File: src/rtl/weighted_rr_burst_if.sv
// Request/weight bus from the requesters and the grant bus back from the arbiter.
// master = requester side, slave = arbiter side.
interface weighted_rr_burst_if #(
  parameter int CHANNELS = 8,
  parameter int WIDTH    = 32
);
  localparam int IW = (CHANNELS > 1) ? $clog2(CHANNELS) : 1;

  logic [CHANNELS-1:0]       request;
  logic [CHANNELS*WIDTH-1:0] weight;
  logic                      weight_load;
  logic [CHANNELS-1:0]       grant;
  logic [IW-1:0]             grant_idx;
  logic                      grant_valid;
  logic                      grant_last;

  modport master (
    output request, weight, weight_load,
    input  grant, grant_idx, grant_valid, grant_last
  );

  modport slave (
    input  request, weight, weight_load,
    output grant, grant_idx, grant_valid, grant_last
  );
endinterface

File: src/rtl/weighted_rr_burst.sv
// Weighted round-robin burst arbiter: a winner keeps the grant for up to its weight in cycles.
// Grant registered one cycle after request; no backpressure, a dropped request ends the burst.
module weighted_rr_burst #(
  parameter int CHANNELS     = 8,
  parameter int WIDTH        = 32,
  parameter int WEIGHT_LIMIT = 16
) (
  input logic               clk,
  input logic               reset,
  weighted_rr_burst_if.slave bus
);
  localparam int IW = (CHANNELS > 1) ? $clog2(CHANNELS) : 1;
  localparam int CW = $clog2(WEIGHT_LIMIT + 1);
  localparam logic [WIDTH-1:0] LIMIT_W = WIDTH'(WEIGHT_LIMIT);
  localparam logic [CW-1:0]    LIMIT_C = CW'(WEIGHT_LIMIT);

  logic [WIDTH-1:0]    weight_q [CHANNELS];
  logic [CW-1:0]       eff      [CHANNELS];
  logic [CHANNELS-1:0] elig;
  logic [CHANNELS-1:0] grant_q;
  logic [IW-1:0]       idx_q;
  logic                vld_q;
  logic [CW-1:0]       credit_q;
  logic [IW-1:0]       ptr_q;

  logic                hold;
  logic                sel_found;
  logic [IW-1:0]       sel_idx;
  logic [CHANNELS-1:0] sel_oh;
  logic [IW-1:0]       ptr_nxt;

  // Clamp on the full-width weight so large values saturate instead of wrapping.
  always_comb begin
    for (int c = 0; c < CHANNELS; c++) begin
      eff[c]  = (weight_q[c] > LIMIT_W) ? LIMIT_C : weight_q[c][CW-1:0];
      elig[c] = bus.request[c] && (eff[c] != '0);
    end
  end

  assign hold = vld_q && bus.request[idx_q] && (credit_q > CW'(1));

  always_comb begin
    int j;
    j         = 0;
    sel_found = 1'b0;
    sel_idx   = '0;
    for (int i = 0; i < CHANNELS; i++) begin
      j = int'(ptr_q) + i;
      if (j >= CHANNELS) j = j - CHANNELS;
      if (!sel_found && elig[j]) begin
        sel_found = 1'b1;
        sel_idx   = IW'(j);
      end
    end
    sel_oh          = '0;
    sel_oh[sel_idx] = 1'b1;
    ptr_nxt = (sel_idx == IW'(CHANNELS - 1)) ? '0 : sel_idx + IW'(1);
  end

  // Selection reads weight_q before this edge's load, so a same-edge load takes effect next time.
  always_ff @(posedge clk) begin
    if (!reset) begin
      grant_q  <= '0;
      idx_q    <= '0;
      vld_q    <= 1'b0;
      credit_q <= '0;
      ptr_q    <= '0;
      for (int c = 0; c < CHANNELS; c++) weight_q[c] <= WIDTH'(1);
    end else begin
      if (bus.weight_load) begin
        for (int c = 0; c < CHANNELS; c++) weight_q[c] <= bus.weight[c*WIDTH +: WIDTH];
      end
      if (hold) begin
        credit_q <= credit_q - CW'(1);
      end else if (sel_found) begin
        grant_q  <= sel_oh;
        idx_q    <= sel_idx;
        vld_q    <= 1'b1;
        credit_q <= eff[sel_idx];
        ptr_q    <= ptr_nxt;
      end else begin
        grant_q  <= '0;
        idx_q    <= '0;
        vld_q    <= 1'b0;
        credit_q <= '0;
      end
    end
  end

  assign bus.grant       = grant_q;
  assign bus.grant_idx   = idx_q;
  assign bus.grant_valid = vld_q;
  assign bus.grant_last  = vld_q && (credit_q == CW'(1));
endmodule

File: src/flat_wrapper.sv
// flat-port wrapper written by rule: the top's interface ports become plain ports
module weighted_rr_burst_flat 
#(
  parameter int CHANNELS     = 8,
  parameter int WIDTH        = 32,
  parameter int WEIGHT_LIMIT = 16
)
  (clk, reset, bus_request, bus_weight, bus_weight_load, bus_grant, bus_grant_idx, bus_grant_valid, bus_grant_last);
  weighted_rr_burst_if #(.CHANNELS(CHANNELS), .WIDTH(WIDTH)) bus_i ();
  input logic clk;
  input logic reset;
  input wire logic [$bits(bus_i.request)-1:0] bus_request;
  input wire logic [$bits(bus_i.weight)-1:0] bus_weight;
  input wire logic [$bits(bus_i.weight_load)-1:0] bus_weight_load;
  output wire logic [$bits(bus_i.grant)-1:0] bus_grant;
  output wire logic [$bits(bus_i.grant_idx)-1:0] bus_grant_idx;
  output wire logic [$bits(bus_i.grant_valid)-1:0] bus_grant_valid;
  output wire logic [$bits(bus_i.grant_last)-1:0] bus_grant_last;
  assign bus_i.request = bus_request;
  assign bus_i.weight = bus_weight;
  assign bus_i.weight_load = bus_weight_load;
  assign bus_grant = bus_i.grant;
  assign bus_grant_idx = bus_i.grant_idx;
  assign bus_grant_valid = bus_i.grant_valid;
  assign bus_grant_last = bus_i.grant_last;
  weighted_rr_burst #(.CHANNELS(CHANNELS), .WIDTH(WIDTH), .WEIGHT_LIMIT(WEIGHT_LIMIT)) u_core (.clk(clk), .reset(reset), .bus(bus_i));
endmodule
File: config.mk
export PLATFORM = sky130hd
export DESIGN_NAME = weighted_rr_burst_flat
export DESIGN_NICKNAME = d
export VERILOG_FILES = /design/src/rtl/weighted_rr_burst_if.sv /design/src/rtl/weighted_rr_burst.sv /design/src/flat_wrapper.sv
export SDC_FILE = /design/constraint.sdc
export NUM_CORES = 1
export LEC_CHECK = 0
export ABC_AREA = 1
export CAP_MARGIN = 40
export CORE_ASPECT_RATIO = 1.1
export CORE_UTILIZATION = 29
export DETAILED_ROUTE_END_ITERATION = 7
export GPL_TIMING_DRIVEN = 0
export PLACE_DENSITY = 0.5
export SLEW_MARGIN = 10
export SYNTH_ARGS = -nofsm -noshare
export SYNTH_HDL_FRONTEND = slang
export SYNTH_SLANG_ARGS = --single-unit
File: constraint.sdc
create_clock -name clk -period 5.78 [get_ports clk]
set_input_delay 0.578 -clock clk [delete_from_list [all_inputs] [get_ports clk]]
set_output_delay 0.578 -clock clk [all_outputs]
set_load 0.01 [all_outputs]
### Routed metal, one colour a layer, run 1

(1.5 px per µm)
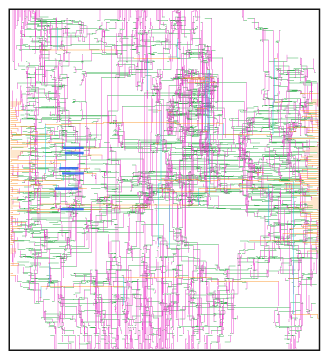
M5: in blue, wire length 74.5 µm. M2: in magenta, wire length 16,200 µm. M3: in orange, wire length 2,140 µm. M4: in cyan, wire length 621 µm. M1: in green, wire length 14,600 µm.
Total GRT Usage: 14.5%
Routed WL per cell: 13.9 µm
vias: 10,100
DRT Wirelength: 33,600 µm

### Where the registers sit, run 1

(1 px per µm) Other sequential cells in the stronger grey, the rest of the logic in the fainter grey.
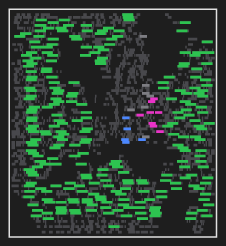
`u_core.weight_q`: in green, placed flops 256, where widely spread. `u_core.bus.grant`: in magenta, placed flops 8. `u_core.credit_q`: in blue, placed flops 5, where centre.

==> impl_metrics.toml, run 1 <==
# generated from flow reports
[run_status]
status = "completed"

[floorplan]
coreArea_um2 = 44800
io_pins = 280
die_y_um = 226
chip_area_um2 = 46600
chipWidth_um = 206

[clock_network]
clk_latency_ns = 0.57
cts_buffers = 31
clkTransAtPathRegs_ns = 0.06
cts_resized = 0
postCtsSetupBuffers = 0
cts.sinks = 276
cts_buffer_depth = 3
cts_tree = "yes"

[pwr]
intPower_mw = 4.30
pwr-share-clk_pct = 28.7
ir_drop_mv = 0.233
clock_net_power_mw = 1.88
switching_power_mw = 2.25
sw_frac_of_total_pct = 34.3
fin_total_pwr_mw = 6.55
seqPwrFrac_pct = 38.0
powerDensity_nw_per_um2 = 366
comb_power_share_pct = 33.3
leakage_nw = 8.03

[layout]
stdcell_area_um2 = 17900
sh_comb_area_pct = 21.8
comb_area_um2 = 3900
comb_cells = 885
mostFrequentLayoutCells = "nor2_1, inv_1, nand2_1"
final_cells = 2421
seq_share_pct = 45.2
num-fill-cells = 4578
fin_nets = 2087
antenna_cells = 1
mostFrequentLayoutCell = "nor2_1"
ff_count = 276
clock_cell_area_share_pct = 5.47

[synth]
syn_area_um2 = 13300
yosysMostFrequentCell = "nor2_1"
ys_cells = 1495
edf_count = 256
syn_inst = 1495
ys_warn_count = 0
synth_area_leader_cell = "edfxtp_1"
xor_share_pct = 0.132
ys_types = 41
top_logic_kind = "simple AND/OR/NAND/NOR gates"
synthTopCellsByCount = "nor2_1, inv_1, nand2_1"
compound_area_share_pct = 2.43
ys_area_um2 = 13300
netlist.area_leader.share_pct = 58.0

[drt]
dr_wl_met3_um = 2140
drc = 0
ant_nets = 0
firstDrtPassIters = 4
drt-vias-per-instance = 4.18
dr.max_layer_used = "met5"

[placement]
finalWeightedCongestion = 0.855
placed_area_um2 = 16900

[grt]
grt_pass1_wl_um = 52300
grt_pass1_vias = 10100
grt-ovfl-total = 0

[setup_path]
slowest_delay_ns = 0.52
cp.arrival_ns = 4.21
cp-start-kind = "register"
critical_path_required_ns = 6.22
crit_fanout = 8
crit_type = "reg2reg"
path_cells = "buf_2 -> clkinv_1 -> ha_1 -> inv_1 -> nand3_2 -> nand3_2 -> nand2_2 -> nor2_4 -> nand4_4 -> nor2_4 -> nand3_2 -> nor2_1 -> nor2_2 -> ha_1 -> ha_1 -> o21ai_0 -> a21oi_1"

[min_path]
hp-start = "u_core.bus.grant[6]"

[run]
drv_cap = 0
warnings = 28

[timing]
period_needed_ns = 3.77
slew_headroom_pct = 49.4
period_used_pct = 65.2
### Track usage over the die, run 1

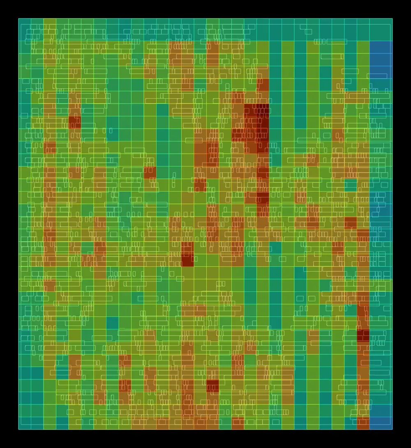
final core utilization: 40.0%
met1 Use GR: 18.0%

### Ports around the boundary, run 1

(1 px per µm) Pins as bars across the die edge, other pins in grey.
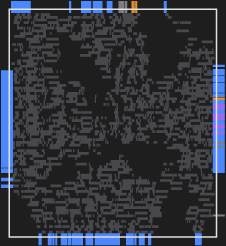

--- run 2 (diff from run 1) ---
==> constraint.sdc (replaced) <==
create_clock -name clk -period 3.71 [get_ports clk]
set_input_delay 0.371 -clock clk [delete_from_list [all_inputs] [get_ports clk]]
set_output_delay 0.371 -clock clk [all_outputs]
set_load 0.01 [all_outputs]
### Ports around the boundary, run 2

(1 px per µm) Pins as bars across the die edge, other pins in grey.
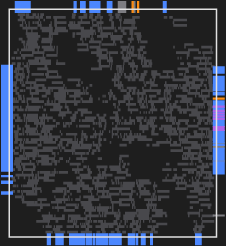
`bus_grant_idx`: in orange, pins 3, direction output, edge 2 north, 1 east. `bus_grant`: in purple, pins 8, direction output, edge east. `bus_weight`: in blue, pins 256, direction input, edge 83 west, 73 south, 60 east, 40 north.
All pins by edge: 83 west, 74 east, 73 south, 50 north.
chip height: 226 µm
Port-buffer cells: 279

### Track usage over the die, run 2

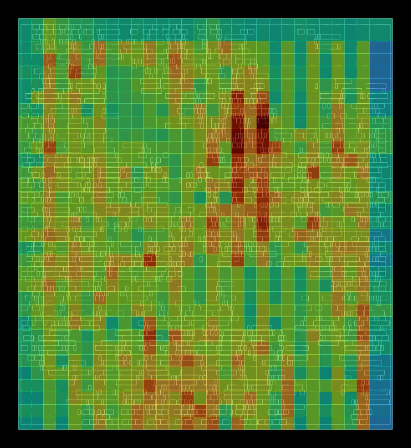
final core utilization: 40.6%
met3 Use GR: 3.91%
met1 Use GR: 17.7%
most used routing layer: met2
Total GRT Usage: 14.6%

==> impl_metrics.toml, run 2 <==
# generated from flow reports
[run_status]
status = "completed"

[floorplan]
chipWidth_um = 206
coreArea_um2 = 44800
rows = 81
initCoreUtil_pct = 29.6
chip_area_um2 = 46600
io_pins = 280

[synth]
syn_area_um2 = 13300
syn_inst = 1495
netlist.area_leader.share_pct = 58.0
synthArstFlopShare_pct = 0
ys_area_um2 = 13300
synthTopCellsByCount = "nor2_1, inv_1, nand2_1"
avgSynthCellArea_um2 = 8.87
synth-adder-area-share_pct = 0.566
floorplan.nets = 1768
synth_area_leader_cell = "edfxtp_1"
compound_area_share_pct = 2.43
ys_warn_count = 0
ys_sh_simple_pct = 26.3
edf_count = 256
ys_cells = 1495
xor_share_pct = 0.132
top_logic_kind = "simple AND/OR/NAND/NOR gates"
ys_seq_share_pct = 61.0
ys_types = 41
yosysMostFrequentCell = "nor2_1"
ys_ff = 276
mux_area_share_pct = 0

[setup_path]
end_kind = "register"
r2r_end = "u_core.credit_q[4]"
crit_type = "reg2reg"
crit_cells = 24
cp.arrival_ns = 3.85
crit_fanout = 7
crit_family = "simple AND/OR/NAND/NOR gates"
slowest_delay_ns = 0.37
critical_path_required_ns = 4.11
r2r_cells = 24
path_cells = "nor2_1 -> nand2_1 -> nor2_2 -> nand3_1 -> nor2_4 -> o31ai_1 -> nand2_1 -> nand3_1 -> nand3_1 -> nand3_1 -> nand2_1 -> inv_2 -> nand4_4 -> nor2_4 -> nand3_2 -> nand3_1 -> nand2_1 -> inv_2 -> nor2_2 -> nand2_1 -> nand3_1 -> nor2_1 -> nor2_1 -> nor2_1"
cp-start-kind = "register"
reg2reg_slack_ns = 0.26
crit_top_cell = "nand3_1"

[timing]
fin_skew_ns = 0.0218
slew_headroom_pct = 50.0
setup_slack_ns = 0.264
fin_tns_setup_ns = 0
period_used_pct = 92.9
final_hold_viol_count = 0
drv_slew = 0
rsz0062_at_grt = "true"
period_needed_ns = 3.45

[clock_network]
ctsHoldBuffers = 0
cts_tree = "yes"
clkTransAtPathRegs_ns = 0.05
postCtsSetupBuffers = 0
cts.sinks = 276
cts_buffers = 34
cts_resized = 1
clk_latency_ns = 0.53
cts_root_buffer = "clkbuf_16"
cts_buffer_depth = 3

[grt]
use_met2_pct = 24.1
grt_pass1_vias = 10100
grt-ovfl-total = 0
grt_pass1_wl_um = 51900
grt_start_max_net_pins = 55

[layout]
largest_reg_flops = 256
stdcell_area_um2 = 18200
mostFrequentLayoutCells = "nor2_1, inv_1, nand2_1"
antenna_cells = 1
fin_nets = 2095
final_cells = 2428
sh_comb_area_pct = 22.3
mostFrequentLayoutCell = "nor2_1"
ff_count = 276
area_growth_pct = 37.2
buffers_excl_clock = 328
seq_share_pct = 44.5
final-seq-area_um2 = 8090
drive_gt1_share_pct = 8.34
inv_count = 297
top_area_cell_class = "sequential cells"
buf_share_pct = 17.2
comb_cells = 885
comb_area_um2 = 4050
nClkBuffers = 39
clock_cell_area_share_pct = 5.88
regMostFlops = "u_core.weight_q"
num-fill-cells = 4518

[min_path]
hp-start = "u_core.bus.grant[6]"
whs_endpoint = "u_core.bus.grant[6]"

[run]
warnings = 29
drv_cap = 0

[drt]
routed-wl-met2_um = 15600
routed_wl_um = 33800
vias = 10200
dr_wl_met3_um = 2290
firstDrtPassIters = 4
dr.max_layer_used = "met5"
drt_iter0_drc = 336
wl_per_cell_um = 13.9
drt-vias-per-instance = 4.18
drc = 0
ant_nets = 0

[pwr]
fin_total_pwr_mw = 10.6
clock_net_power_mw = 3.20
switching_power_mw = 3.63
ir_drop_mv = 0.251
intPower_mw = 6.97
powerDensity_nw_per_um2 = 583
sw_frac_of_total_pct = 34.2
seqPwrFrac_pct = 36.6
pwr-share-clk_pct = 30.1
comb_power_share_pct = 33.2
leakage_nw = 8.12
p_seq_mw = 3.88

[placement]
placed_area_um2 = 16900
dp_cells = 2362
dpl.hpwl_um = 26000
finalWeightedCongestion = 0.852
No activity file was given, so power comes from the tool's default toggle rates.
